--- src/rtl/uart_tx_fsm_pkg.sv ---
// uart_tx_pkg: shared state encoding and line-level constants for the UART transmit path.
package uart_tx_pkg;
  typedef enum logic [2:0] {
    IDLE   = 3'd0,
    START  = 3'd1,
    DATA   = 3'd2,
    PARITY = 3'd3,
    STOP   = 3'd4
  } state_t;
  localparam logic START_BIT = 1'b0;
  localparam logic STOP_BIT  = 1'b1;
  localparam logic IDLE_LINE = 1'b1;
  localparam logic PAR_EVEN  = 1'b0;
  localparam logic PAR_ODD   = 1'b1;
endpackage

--- src/rtl/uart_tx_fsm_if.sv ---
// uart_tx_fsm_if: producer request, serializer handshake and line outputs of the frame sequencer.
interface uart_tx_fsm_if #(parameter int DATA_W = 8);
  logic [DATA_W-1:0] P_DATA;
  logic DATA_VALID;
  logic PAR_EN;
  logic PAR_TYP;
  logic ser_data;
  logic ser_done;
  logic ser_en;
  logic TX_OUT;
  logic busy;
  logic frame_err;
  modport master (
    output P_DATA, DATA_VALID, PAR_EN, PAR_TYP, ser_data, ser_done,
    input  ser_en, TX_OUT, busy, frame_err
  );
  modport slave (
    input  P_DATA, DATA_VALID, PAR_EN, PAR_TYP, ser_data, ser_done,
    output ser_en, TX_OUT, busy, frame_err
  );
endinterface

--- src/rtl/uart_tx_fsm_parity.sv ---
// parity_calc: XOR-reduce of the data byte, inverted for odd parity.
module parity_calc
  import uart_tx_pkg::*;
#(
  parameter int DATA_W = 8
) (
  input  logic [DATA_W-1:0] i_data,
  input  logic              i_typ,
  output logic              o_par
);
  assign o_par = (^i_data) ^ (i_typ == PAR_ODD);
endmodule

--- src/rtl/uart_tx_fsm.sv ---
// uart_tx_fsm: UART frame sequencer (start, data, optional parity, stop) driving an external serializer.
// Parity support is compiled in only when UART_TX_PARITY_EN is defined.
module uart_tx_fsm
  import uart_tx_pkg::*;
#(
  parameter int DATA_W = 8,
  parameter int CNT_W  = $clog2(DATA_W)
) (
  input logic           CLK,
  input logic           RST,
  uart_tx_fsm_if.slave  bus
);
  state_t r_state, w_next;
  logic [CNT_W-1:0] r_cnt;
  logic r_tx, r_busy, r_ser_en, r_err;
  logic w_accept, w_last, w_err, w_tx, w_par_en, w_par;
  assign w_accept = (r_state == IDLE) && bus.DATA_VALID;
  // The last data bit sits on ser_data one cycle before the final DATA cycle, because TX_OUT is its registered copy.
  assign w_last = (r_state == DATA) && (r_cnt == CNT_W'(DATA_W - 2));
  assign w_err  = ((r_state == START) || (r_state == DATA)) && (bus.ser_done != w_last);
`ifdef UART_TX_PARITY_EN
  logic r_par_en, r_par, w_par_calc;
  parity_calc #(.DATA_W(DATA_W)) u_parity (
    .i_data (bus.P_DATA),
    .i_typ  (bus.PAR_TYP),
    .o_par  (w_par_calc)
  );
  always_ff @(posedge CLK) begin
    if (RST) begin
      r_par_en <= 1'b0;
      r_par    <= 1'b0;
    end else if (w_accept) begin
      r_par_en <= bus.PAR_EN;
      r_par    <= w_par_calc;
    end
  end
  assign w_par_en = r_par_en;
  assign w_par    = r_par;
`else
  logic w_unused;
  assign w_unused = ^{bus.P_DATA, bus.PAR_EN, bus.PAR_TYP};
  assign w_par_en = 1'b0;
  assign w_par    = 1'b0;
`endif
  always_comb begin
    w_next = r_state;
    case (r_state)
      IDLE:    w_next = bus.DATA_VALID ? START : IDLE;
      START:   w_next = DATA;
      DATA:    w_next = (r_cnt == CNT_W'(DATA_W - 1)) ? (w_par_en ? PARITY : STOP) : DATA;
      PARITY:  w_next = STOP;
      default: w_next = IDLE;
    endcase
    w_tx = (w_next == START)  ? START_BIT :
           (w_next == DATA)   ? bus.ser_data :
           (w_next == PARITY) ? w_par :
           (w_next == STOP)   ? STOP_BIT : IDLE_LINE;
  end
  always_ff @(posedge CLK) begin
    if (RST) begin
      r_state  <= IDLE;
      r_cnt    <= '0;
      r_tx     <= IDLE_LINE;
      r_busy   <= 1'b0;
      r_ser_en <= 1'b0;
      r_err    <= 1'b0;
    end else begin
      r_state  <= w_next;
      r_cnt    <= (r_state == DATA) ? r_cnt + 1'b1 : '0;
      r_tx     <= w_tx;
      r_busy   <= (w_next != IDLE);
      r_ser_en <= w_accept;
      r_err    <= w_accept ? 1'b0 : (r_err | w_err);
    end
  end
  assign bus.ser_en    = r_ser_en;
  assign bus.TX_OUT    = r_tx;
  assign bus.busy      = r_busy;
  assign bus.frame_err = r_err;
endmodule

--- src/flat_wrapper.sv ---
// flat-port wrapper written by rule: the top's interface ports become plain ports
module uart_tx_fsm_flat import uart_tx_pkg::*;
#(
  parameter int DATA_W = 8,
  parameter int CNT_W  = $clog2(DATA_W)
)
  (CLK, RST, bus_P_DATA, bus_DATA_VALID, bus_PAR_EN, bus_PAR_TYP, bus_ser_data, bus_ser_done, bus_ser_en, bus_TX_OUT, bus_busy, bus_frame_err);
  uart_tx_fsm_if #(.DATA_W(DATA_W)) bus_i ();
  input logic CLK;
  input logic RST;
  input wire logic [$bits(bus_i.P_DATA)-1:0] bus_P_DATA;
  input wire logic [$bits(bus_i.DATA_VALID)-1:0] bus_DATA_VALID;
  input wire logic [$bits(bus_i.PAR_EN)-1:0] bus_PAR_EN;
  input wire logic [$bits(bus_i.PAR_TYP)-1:0] bus_PAR_TYP;
  input wire logic [$bits(bus_i.ser_data)-1:0] bus_ser_data;
  input wire logic [$bits(bus_i.ser_done)-1:0] bus_ser_done;
  output wire logic [$bits(bus_i.ser_en)-1:0] bus_ser_en;
  output wire logic [$bits(bus_i.TX_OUT)-1:0] bus_TX_OUT;
  output wire logic [$bits(bus_i.busy)-1:0] bus_busy;
  output wire logic [$bits(bus_i.frame_err)-1:0] bus_frame_err;
  assign bus_i.P_DATA = bus_P_DATA;
  assign bus_i.DATA_VALID = bus_DATA_VALID;
  assign bus_i.PAR_EN = bus_PAR_EN;
  assign bus_i.PAR_TYP = bus_PAR_TYP;
  assign bus_i.ser_data = bus_ser_data;
  assign bus_i.ser_done = bus_ser_done;
  assign bus_ser_en = bus_i.ser_en;
  assign bus_TX_OUT = bus_i.TX_OUT;
  assign bus_busy = bus_i.busy;
  assign bus_frame_err = bus_i.frame_err;
  uart_tx_fsm #(.DATA_W(DATA_W), .CNT_W(CNT_W)) u_core (.CLK(CLK), .RST(RST), .bus(bus_i));
endmodule
--- config.mk ---
export PLATFORM = sky130hd
export DESIGN_NAME = uart_tx_fsm_flat
export DESIGN_NICKNAME = d
export VERILOG_FILES = /design/src/rtl/uart_tx_fsm_pkg.sv /design/src/rtl/uart_tx_fsm_if.sv /design/src/rtl/uart_tx_fsm_parity.sv /design/src/rtl/uart_tx_fsm.sv /design/src/flat_wrapper.sv
export SDC_FILE = /design/constraint.sdc
export NUM_CORES = 1
export LEC_CHECK = 0
export CAP_MARGIN = 15
export CORE_MARGIN = 2
export CORE_UTILIZATION = 30
export DETAILED_ROUTE_END_ITERATION = 10
export GPL_ROUTABILITY_DRIVEN = 1
export PLACE_DENSITY = 0.61
export REMOVE_ABC_BUFFERS = 1
export SLEW_MARGIN = 20
export SYNTH_ARGS = -nofsm -noshare
export SYNTH_HDL_FRONTEND = slang
export SYNTH_SLANG_ARGS = --single-unit
--- constraint.sdc ---
create_clock -name CLK -period 2.7 [get_ports CLK]
set_input_delay 0.27 -clock CLK [delete_from_list [all_inputs] [get_ports CLK]]
set_output_delay 0.27 -clock CLK [all_outputs]
set_load 0.03 [all_outputs]
Figure 1. Congestion heat map.
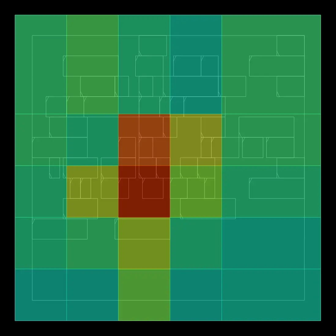
GRT met3 Usage: 9.783%
WL per Instance: 9.627 µm

Figure 2. Placed cells, one colour a class.
Bar = 10 µm.
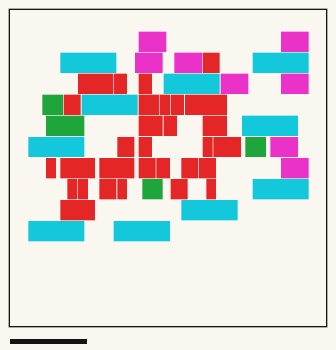
- cyan: registers (cells 10; share of their area 38%)
- magenta: remaining buffers and delay cells (cells 8; share of their area 15%)
- red: remaining logic cells (cells 30; share of their area 39%)
- green: clock drivers and dummy loads (cells 4; share of their area 6.9%)

Figure 3. Cell sizes after repair.
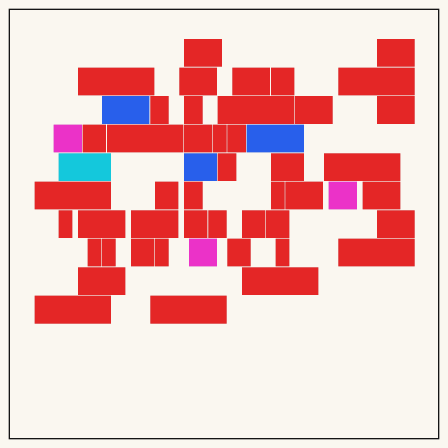
- blue: x2 (cells 3; share 5.8%)
- red: x1 and smaller (cells 45; share 87%)
- cyan: x6 and larger (cells 1; share 1.9%)
- magenta: x3 and x4 (cells 3; share 5.8%)
Design Area, Final: 541.8 µm²
Final Worst Setup Slack: 1.179 ns

kinds of logic after synthesis:
| kind of cell | count (synthesis) |
|---|---|
| muxes | 1 |
| adders and majority gates | 3 |
| and+or+nand+nor | 18 |
| AOI/OAI and AO/OA | 7 |
| buffers and inverters | 1 |
| DFF | 10 |
metal layers:
metal	share of wire (%)	vias up	routed length, µm
met5	0	-	0
met3	8.4	5	54
met4	4.2	0	27
met2	39	7	254
met1	48	137	308
li1	-	165	-
state kept, by name, summed over array words and instances, names as in the netlist:
name	flops
u_core.bus.busy	1
u_core.r_state	3
u_core.r_cnt	3
u_core.bus.ser_en	1
u_core.bus.TX_OUT	1
u_core.bus.frame_err	1
==> flow_metrics.env <==
# yosys + openroad results
export IMPL_status="complete, no violations"
export IMPL_endpoint="bus_frame_err"
export IMPL_worstPathMaxFanout=2
export IMPL_critPathLaunchType="flop"
export IMPL_antenna_found_initial=0
export IMPL_clk_power_mw=0.135
export IMPL_num_rows=13
export IMPL_dr_pass1_iters=4
export IMPL_post_route_util_pct=42.16
export IMPL_top_power_group="registers"
export IMPL_area_leaders="dfxtp_1, ha_1, nor2b_1"
export IMPL_hold_viol=0
export IMPL_startpoint="u_core.bus.frame_err$_SDFF_PP0_"
export IMPL_gp_congestion=0.7187
export IMPL_postSynthSeqShare_pct=49.23
export IMPL_syn2layout_area_growth_pct=33.23
export IMPL_hold_ws_ns=0.4416
export IMPL_seqPwrFrac_pct=47.2
export IMPL_wirelength_um=645
export IMPL_clock_skew_ns=0.009376
export IMPL_hold_depth=1
export IMPL_buf_share_pct=14.78
export IMPL_pg_seq_mw=0.161
export IMPL_total_power_mw=0.3412
export IMPL_yosysUniqueCellTypes=21
export IMPL_p_int_mw=0.2604
export IMPL_coreArea_um2=1285
export IMPL_dp_hpwl_um=485.6
export IMPL_antenna_left=0
export IMPL_final_min_clock_period_ns=1.521
export IMPL_overflow=0
export IMPL_async_flop_share_pct=0
export IMPL_comb_power_share_pct=13.2
export IMPL_top_cells_by_count="dfxtp_1, nor2_1, ha_1, nor2b_1"
export IMPL_hp_start="u_core.r_cnt[0]$_SDFF_PP0_"
export IMPL_reg2reg_depth=6
export IMPL_cts_hold_buf=0
